==> run_1/ff_map.png <==
The bar under the picture is 20 microns long. Other sequential cells in the stronger grey, the rest of the logic in the fainter grey.
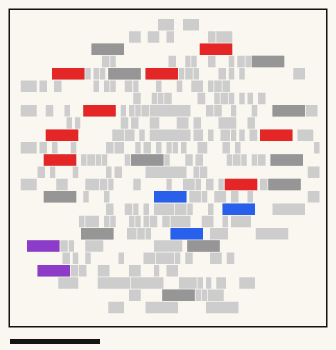
==> run_1/class_map.png <==
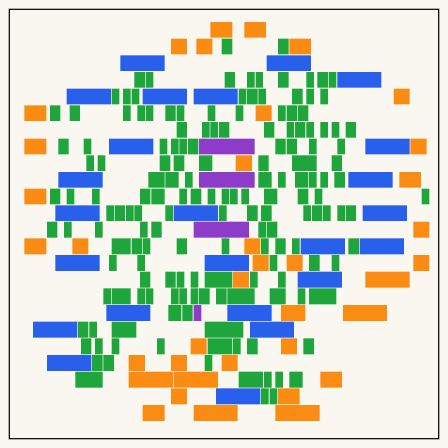
==> run_1/util_map.png <==
7 x 7 tiles, from white (low) to dark blue (high), 0 to 100% covered.
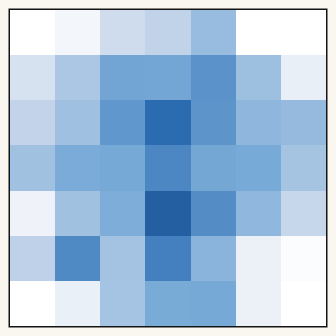
<file path="config.mk">
export PLATFORM = sky130hd
export DESIGN_NAME = truth_table_sweeper_flat
export DESIGN_NICKNAME = d
export VERILOG_FILES = /design/src/rtl/truth_table_sweeper_if.sv /design/src/rtl/truth_table_sweeper.sv /design/src/flat_wrapper.sv
export SDC_FILE = /design/constraint.sdc
export NUM_CORES = 1
export LEC_CHECK = 0
export ABC_AREA = 1
export CAP_MARGIN = 10
export CORE_UTILIZATION = 29
export CTS_BUF_LIST = sky130_fd_sc_hd__clkbuf_16
export DETAILED_ROUTE_END_ITERATION = 6
export PLACE_DENSITY = 0.52
export REMOVE_ABC_BUFFERS = 1
export SLEW_MARGIN = 40
export SYNTH_ARGS = -nofsm -noshare
export SYNTH_HDL_FRONTEND = slang
export SYNTH_SLANG_ARGS = --single-unit
</file>
<file path="constraint.sdc">
create_clock -name clk -period 1.7 [get_ports clk]
set_clock_uncertainty 0.15 [all_clocks]
set_input_delay 0.17 -clock clk [delete_from_list [all_inputs] [get_ports clk]]
set_output_delay 0.17 -clock clk [all_outputs]
set_load 0.05 [all_outputs]
</file>
<file path="src/rtl/truth_table_sweeper_if.sv">
// Control/status and netlist-drive signals of the truth-table sweeper; master is the harness, slave the sweeper.
interface truth_table_sweeper_if #(
    parameter int N_IN = 3
);
    logic                   start;
    logic [(1<<N_IN)-1:0]   expected;
    logic                   dut_out;
    logic [N_IN-1:0]        stim;
    logic                   busy;
    logic                   done;
    logic [(1<<N_IN)-1:0]   result;
    logic                   match;
    logic                   unstable;

    modport master (
        output start, expected, dut_out,
        input  stim, busy, done, result, match, unstable
    );

    modport slave (
        input  start, expected, dut_out,
        output stim, busy, done, result, match, unstable
    );
endinterface

</file>
<file path="src/rtl/truth_table_sweeper.sv">
// Sweeps every input row of a combinational netlist, holds each SETTLE_CYCLES, packs the truth table (row 0 in MSB).
// Optional TT_SWEEP_STABILITY_CHECK_EN adds a second per-row sample and a sticky unstable flag.
module truth_table_sweeper #(
    parameter int N_IN          = 3,
    parameter int SETTLE_CYCLES = 4
) (
    input logic                  clk,
    input logic                  rst,
    truth_table_sweeper_if.slave bus
);
    localparam int ROWS = 1 << N_IN;
    localparam int CW   = (SETTLE_CYCLES > 1) ? $clog2(SETTLE_CYCLES) : 1;
    localparam logic [CW-1:0]   CNT_LAST = CW'(SETTLE_CYCLES - 1);
    localparam logic [N_IN-1:0] ROW_LAST = '1;

    if (N_IN < 1 || N_IN > 4 || SETTLE_CYCLES < 1) begin : g_param_err
        $error("truth_table_sweeper: N_IN must be 1..4 and SETTLE_CYCLES >= 1");
    end

    typedef enum logic [1:0] {IDLE, SETTLE, DONE} state_t;

    state_t            state, state_nxt;
    logic [N_IN-1:0]   row;
    logic [CW-1:0]     cnt;
    logic [ROWS-1:0]   exp_q;
    logic [ROWS-1:0]   result_q;
    logic [ROWS-1:0]   result_nxt;
    logic              match_q;
    logic              unstable_nxt;
    logic              sample;
    logic              last;

    assign sample = (state == SETTLE) && (cnt == CNT_LAST);
    assign last   = sample && (row == ROW_LAST);

    always_ff @(posedge clk) begin
        if (rst) state <= IDLE;
        else     state <= state_nxt;
    end

    always_comb begin
        state_nxt = state;
        case (state)
            IDLE:    if (bus.start) state_nxt = SETTLE;
            SETTLE:  if (last)      state_nxt = DONE;
            DONE:    state_nxt = IDLE;
            default: state_nxt = IDLE;
        endcase
    end

    // Row i lands at bit ROWS-1-i, which is simply the bitwise inverse of the row index.
    always_comb begin
        result_nxt       = result_q;
        result_nxt[~row] = bus.dut_out;
    end

    always_ff @(posedge clk) begin
        if (rst) begin
            row      <= '0;
            cnt      <= '0;
            exp_q    <= '0;
            result_q <= '0;
            match_q  <= 1'b0;
        end else begin
            case (state)
                IDLE: begin
                    if (bus.start) begin
                        exp_q    <= bus.expected;
                        result_q <= '0;
                        match_q  <= 1'b0;
                        row      <= '0;
                        cnt      <= '0;
                    end
                end
                SETTLE: begin
                    cnt <= cnt + 1'b1;
                    if (sample) begin
                        result_q <= result_nxt;
                        cnt      <= '0;
                        if (row == ROW_LAST) begin
                            row     <= '0;
                            match_q <= (result_nxt == exp_q) && !unstable_nxt;
                        end else begin
                            row <= row + 1'b1;
                        end
                    end
                end
                default: ;
            endcase
        end
    end

`ifdef TT_SWEEP_STABILITY_CHECK_EN
    localparam logic [CW-1:0] CNT_EARLY = CW'(SETTLE_CYCLES - 2);
    logic early_q;
    logic unstable_q;

    if (SETTLE_CYCLES < 2) begin : g_stab_cfg_err
        $error("truth_table_sweeper: stability check needs SETTLE_CYCLES >= 2");
    end

    always_ff @(posedge clk) begin
        if (rst) begin
            early_q    <= 1'b0;
            unstable_q <= 1'b0;
        end else if (state == IDLE && bus.start) begin
            unstable_q <= 1'b0;
        end else if (state == SETTLE) begin
            if (cnt == CNT_EARLY) early_q <= bus.dut_out;
            if (sample)           unstable_q <= unstable_nxt;
        end
    end

    assign unstable_nxt = unstable_q | (sample && (early_q != bus.dut_out));
    assign bus.unstable = unstable_q;
`else
    assign unstable_nxt = 1'b0;
    assign bus.unstable = 1'b0;
`endif

    assign bus.stim   = row;
    assign bus.busy   = (state == SETTLE);
    assign bus.done   = (state == DONE);
    assign bus.result = result_q;
    assign bus.match  = match_q;
endmodule

</file>
<file path="src/flat_wrapper.sv">
// flat-port wrapper written by rule: the top's interface ports become plain ports
module truth_table_sweeper_flat 
#(
    parameter int N_IN          = 3,
    parameter int SETTLE_CYCLES = 4
)
  (clk, rst, bus_start, bus_expected, bus_dut_out, bus_stim, bus_busy, bus_done, bus_result, bus_match, bus_unstable);
  truth_table_sweeper_if #(.N_IN(N_IN)) bus_i ();
  input logic clk;
  input logic rst;
  input wire logic [$bits(bus_i.start)-1:0] bus_start;
  input wire logic [$bits(bus_i.expected)-1:0] bus_expected;
  input wire logic [$bits(bus_i.dut_out)-1:0] bus_dut_out;
  output wire logic [$bits(bus_i.stim)-1:0] bus_stim;
  output wire logic [$bits(bus_i.busy)-1:0] bus_busy;
  output wire logic [$bits(bus_i.done)-1:0] bus_done;
  output wire logic [$bits(bus_i.result)-1:0] bus_result;
  output wire logic [$bits(bus_i.match)-1:0] bus_match;
  output wire logic [$bits(bus_i.unstable)-1:0] bus_unstable;
  assign bus_i.start = bus_start;
  assign bus_i.expected = bus_expected;
  assign bus_i.dut_out = bus_dut_out;
  assign bus_stim = bus_i.stim;
  assign bus_busy = bus_i.busy;
  assign bus_done = bus_i.done;
  assign bus_result = bus_i.result;
  assign bus_match = bus_i.match;
  assign bus_unstable = bus_i.unstable;
  truth_table_sweeper #(.N_IN(N_IN), .SETTLE_CYCLES(SETTLE_CYCLES)) u_core (.clk(clk), .rst(rst), .bus(bus_i));
endmodule
</file>
==> GITHUB_STEP_SUMMARY, run 1 <==
### Metrics collected by this job

| Metric | Value |
|---|---|
| Fraction of area in multi-input gates | `between 30% and 40%` |
| Final GP Congestion | `0.767` |
| Syn Inst Count | `around 200` |
| Final-layout non-clock buffer area share | `between 20% and 30%` |
| Clock Sinks | `24` |
| I/O pin count | `27` |
| Routed WL | `about 3.4 mm` |
| Drc violations | `0` |
| 1st-iter DRT viols | `around 55` |
| Complex Gates by Area | `between 10 and 15%` |
| Power per Cell Area | `about 800 nW/um^2` |
| Mux area share | `0%` |
| Final WS setup | `between 0.15 and 0.2 ns` |
| Flop share of the area | `between 20% and 30%` |
| CP Class | `flop to flop` |
| Post-layout min period | `1.54 ns` |
| Register Area | `approximately 480 sq um` |
| Synth-to-layout area growth | `35.1%` |
| Critical Path Sink Type | `flop` |
| Number of routed nets with antenna violations | `0` |
| Post-layout util | `41.2%` |
| Overflow after GRT | `0` |
| CTS tree | `built` |
| Xor/xnor share | `0%` |
| Count of final max-slew check failures | `0` |
| Clk cell area share | `under 10%` |
| Crit share post-route | `approximately 91%` |
| Top class by area | `multi-input combinational cells` |
| Max-cap violation count | `0` |
| Asr flop ratio synth | `0%` |
| Run status | `finished, final reports clean` |
| Ant diodes | `0` |
| Root buffer cell | `clkbuf_16` |
| Adder share | `between 2 and 3%` |
| CP peak stage delay | `0.38 ns` |
| DPL Wire Length | `2.50 mm` |
| # Post-CTS Setup Buffers | `0` |
| Peak supply drop | `319 uV` |
| Drt first pass iters | `4` |
| Post-CTS Hold Fix Bufs | `0` |
| Ys flops | `24` |
| Final TNS setup | `0 ns` |
| Die Ht | `between 60 and 70 microns` |
| Distinct lib cells used | `25` |
| R2r setup slk | `around 0.16 ns` |
## Picture notes: ff_map.png
[u_core.exp_q] red | flops: 8
[u_core.bus.stim] blue | flops: 3
[u_core.cnt] purple | flops: 2

## Picture notes: class_map.png
[remaining buffers and delay cells] orange | cells: 37
[remaining logic cells] green | cells: 163
[clock drivers and dummy loads] purple | cells: 4
[registers] blue | cells: 24

## Picture notes: util_map.png
nearly empty tiles: 12%
fullest tile: 81%
densest ninth of the die: middle
emptiest ninth of the die: bottom right
mean over tiles: 36%
tiles over 75% full: 4.1%

-- run 1: metrics by stage --
stage / cells / power, mW / instance area (sq um)
2_1_floorplan: 187 / 0.790 / 1280
3_3_place_gp: 274 / 0.928 / 1710
3_5_place_dp: 274 / 0.927 / 1710
4_1_cts: 278 / 1.45 / 1790
5_1_grt: 280 / 1.52 / 1810
6_report: 280 / 1.44 / 1810
-- run 1: per-layer routing --
layer	GRT usage (%)	part of all wire (%)
met2	22.1	45
met1	21.4	51
met3	1.73	3.1
met4	5.33	1.2
met5	0	0
-- run 1: report_power, final --
part	internal, mW	leakage, nW	switching [mW]
logic	0.133	0.563	0.183
registers	0.589	0.196	0.0172
clock network	0.314	0.0385	0.204
total	1.04	0.798	0.404
==> run 2, diff against run 1 <==
--- a/config.mk
+++ b/config.mk
@@ -7,10 +7,13 @@
 export LEC_CHECK = 0
 export ABC_AREA = 1
 export CAP_MARGIN = 10
-export CORE_UTILIZATION = 29
+export CELL_PAD_IN_SITES_DETAIL_PLACEMENT = 0
+export CELL_PAD_IN_SITES_GLOBAL_PLACEMENT = 2
+export CORE_MARGIN = 2
+export CORE_UTILIZATION = 27
 export CTS_BUF_LIST = sky130_fd_sc_hd__clkbuf_16
 export DETAILED_ROUTE_END_ITERATION = 6
-export PLACE_DENSITY = 0.52
+export PLACE_DENSITY = 0.79
 export REMOVE_ABC_BUFFERS = 1
 export SLEW_MARGIN = 40
 export SYNTH_ARGS = -nofsm -noshare
==> run 2 against run 1 <==
Against the previous run: first-iteration DRC count grew 27%; non-clock buffer count grew 1; via count grew 0.69%; utilization shrank 2.9 points; global-route usage shrank 0.25 points; worst hold slack gained 0.0021 ns; total power shrank 0.33%; largest power group unchanged; combinational power is essentially flat; sequential power is essentially flat; area after synthesis is the same; worst setup slack lost 0.036 ns.
==> GITHUB_STEP_SUMMARY, run 2 <==
### Metrics collected by this job

| Metric | Value |
|---|---|
| Placed cell count | `between 200 and 300` |
| Routed WL | `around 3.6 mm` |
| DPL Wire Length | `between 2 and 3 mm` |
| M1 WL | `roughly 1.8 mm` |
| Max-cap violation count | `0` |
| CTS tree | `built` |
| Final WS setup | `roughly 0.12 ns` |
| Cell Count, Final, Fillers Out | `between 200 and 300` |
| Clock Sinks | `24` |
| Cell Area, Placed | `1720 sq um` |
| Top sig layer | `met4` |
| Clock share of power | `36.0%` |
| Number of routed nets with antenna violations | `0` |
| Drt first pass iters | `4` |
| Post-layout util | `38.3%` |
| Clk power | `around 0.52 mW` |
| Pwr top | `registers` |
| Met2 Use GR | `about a quarter` |
| Post-CTS Hold Fix Bufs | `0` |
| Met3 Resource Use GR | `2.17%` |
| Comb group | `between 0.3 and 0.4 mW` |
| Switching fraction of total power | `between 20% and 30%` |
| Syn Inst Count | `roughly 200` |
| R2r setup slk | `roughly 0.12 ns` |
| Share of power burned in registers | `~42%` |
| Met2 Wirelength | `roughly 1.7 mm` |
| Asr flop ratio synth | `0%` |
| Count of final max-slew check failures | `0` |
| Mux area share | `0%` |
| Crit share post-route | `~90%` |
| Ant diodes | `0` |
| Net Switching | `approximately 0.4 mW` |
| Root buffer cell | `clkbuf_16` |
| Final TNS setup | `0 ns` |
| Final GP Congestion | `slightly below 0.8` |
| Peak supply drop | `approximately 390 uV` |
| Metal3 WL | `about 120 microns` |
| Logic pwr share | `roughly 22%` |
| 1st-iter DRT viols | `approximately 70` |
| Final Cell Area | `between 1500 and 2000 sq um` |
| Internal power | `between 1 and 1.5 mW` |
| Register Area | `roughly 480 sq um` |
| Synth-to-layout area growth | `36.1%` |
| Drc violations | `0` |
| Clk cell area share | `between 4 and 5%` |
| Overflow after GRT | `0` |
| Flop share of the area | `between 20% and 30%` |
| Distinct lib cells used | `25` |
| Run status | `finished, final reports clean` |
## run 2: cell counts after synthesis
No cell type changed its count.
## run 2: cells by family (layout without fill, tap and decap cells)
group | after synthesis | count (layout)
flip-flops | 24 | 24
AND-OR/OR-AND | 34 | 34
adder cells (fa/ha/maj) | 3 | 3
buffers and inverters | 35 | 68
AND/OR/NAND/NOR | 99 | 99
other | 1 | 1
## run 2: worst max-delay path: stages, from the launching register on
cell and delay [ns]:
dfxtp_1 0.35, ha_1 0.20, ha_1 0.22, nand3_4 0.10, nor2_4 0.12, nand2_1 0.07, clkinv_1 0.04, nand2_1 0.04
nor2_1 0.10, nand3_1 0.07, nand2_1 0.06
## run 2: what timing repair did
item,in CTS,in global routing
gates resized,0,1
buffers inserted,0,2
setup endpoints to repair,0,1
==> run_2/m3.png <==
The bar under the picture is 20 microns long.
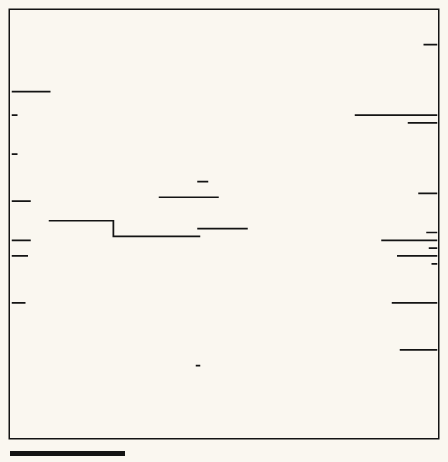
wire length on this layer: 125 microns
nets with wire on the layer: 20
longest straight run: 14.9 microns

==> run 3, diff against run 2 <==
--- a/config.mk
+++ b/config.mk
@@ -13,6 +13,7 @@
 export CORE_UTILIZATION = 27
 export CTS_BUF_LIST = sky130_fd_sc_hd__clkbuf_16
 export DETAILED_ROUTE_END_ITERATION = 6
+export GPL_ROUTABILITY_DRIVEN = 0
 export PLACE_DENSITY = 0.79
 export REMOVE_ABC_BUFFERS = 1
 export SLEW_MARGIN = 40
==> run 3 against run 2 <==
Against the previous run: global-route usage unchanged; routed wire length unchanged; sequential cell count unchanged; largest cell class unchanged; largest power group unchanged.
==> GITHUB_STEP_SUMMARY, run 3 <==
### Metrics collected by this job

| Metric | Value |
|---|---|
| Run status | `finished, final reports clean` |
| Xor/xnor share | `0%` |
| Post-layout util | `about two fifths` |
| Post-CTS resize count | `0` |
| Post-CTS Hold Fix Bufs | `0` |
| Most used cell, CP | `nand2_1` |
| Slowest CP cell | `dfxtp_1` |
| Share of power burned in registers | `between 40 and 50%` |
| Power per Cell Area | `between 700 and 800 nW/um^2` |
| Pwr top | `registers` |
| Crit path depth | `10` |
| Clock Sinks | `24` |
| Complex Gates by Area | `14.0%` |
| Count of final max-slew check failures | `0` |
| Internal power | `just over 1 mW` |
| Drc violations | `0` |
| Ys flops | `24` |
| R2r setup slk | `roughly 0.12 ns` |
| Placed cell count | `just under 300` |
| Max-cap violation count | `0` |
| CP peak stage delay | `0.35 ns` |
| Worst Path Buf+Inv | `1` |
## run 3: cell counts after synthesis
Identical to the previous run, type by type.
## run 3: layout make-up
cell class	count	share of cell area [%]
inverters	26	5.36
well taps	67	4.61
clock buffers	3	4.13
clock inverters	1	0.206
flip-flops and latches	24	26.4
multi-input cells	137	38.4
repair buffers	38	20.8
## run 3: metrics by stage
step	power [mW]	setup WS, ns	area, sq um	hold WS, ns
after global routing	1.53	0.0120	1820	0.331
after floorplan	0.790	-0.320	1280	0.0890
after CTS	1.46	0.103	1800	0.310
after global placement	0.933	0.0178	1720	0.302
final	1.44	0.125	1820	0.303
after detailed placement	0.929	0.0148	1720	0.300
## run 3: metal layers
metal / track usage [%] / wire length [microns]
met2: 23.3 / 1680
met4: 4.76 / 54
met1: 19.7 / 1780
met3: 2.17 / 124
met5: 0 / 0
==> run_3/util_map.png <==
7 x 7 tiles, from white (low) to dark blue (high), 0 to 100% covered.
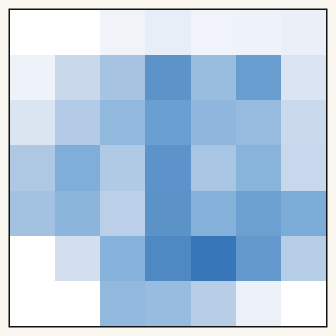
emptiest ninth of the die: top left
nearly empty tiles: 12%
mean over tiles: 31%
fullest tile: 72%


==> notes/layouts.md <==
Pictures saved along the way, in no particular order.

Cell placement.
image #1
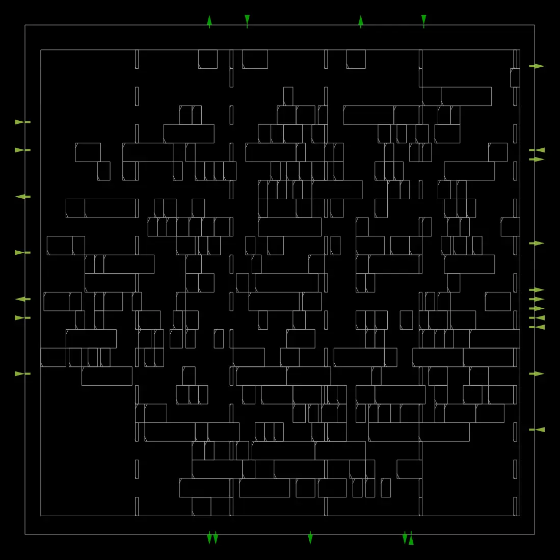
image #2
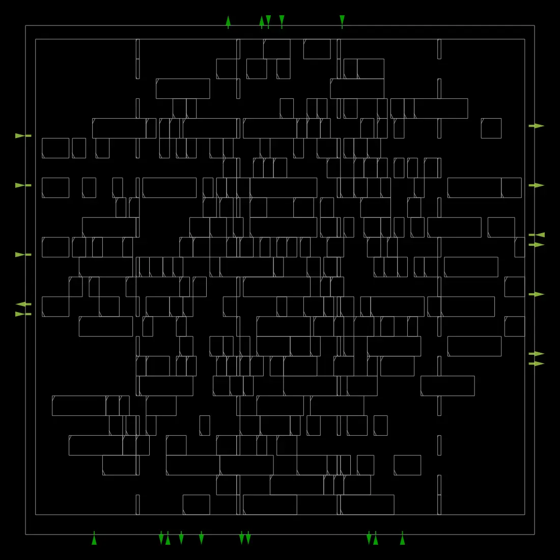
Run 2 is image #1.
Run 1 is image #2.

Power and IR drop assume default switching activity.
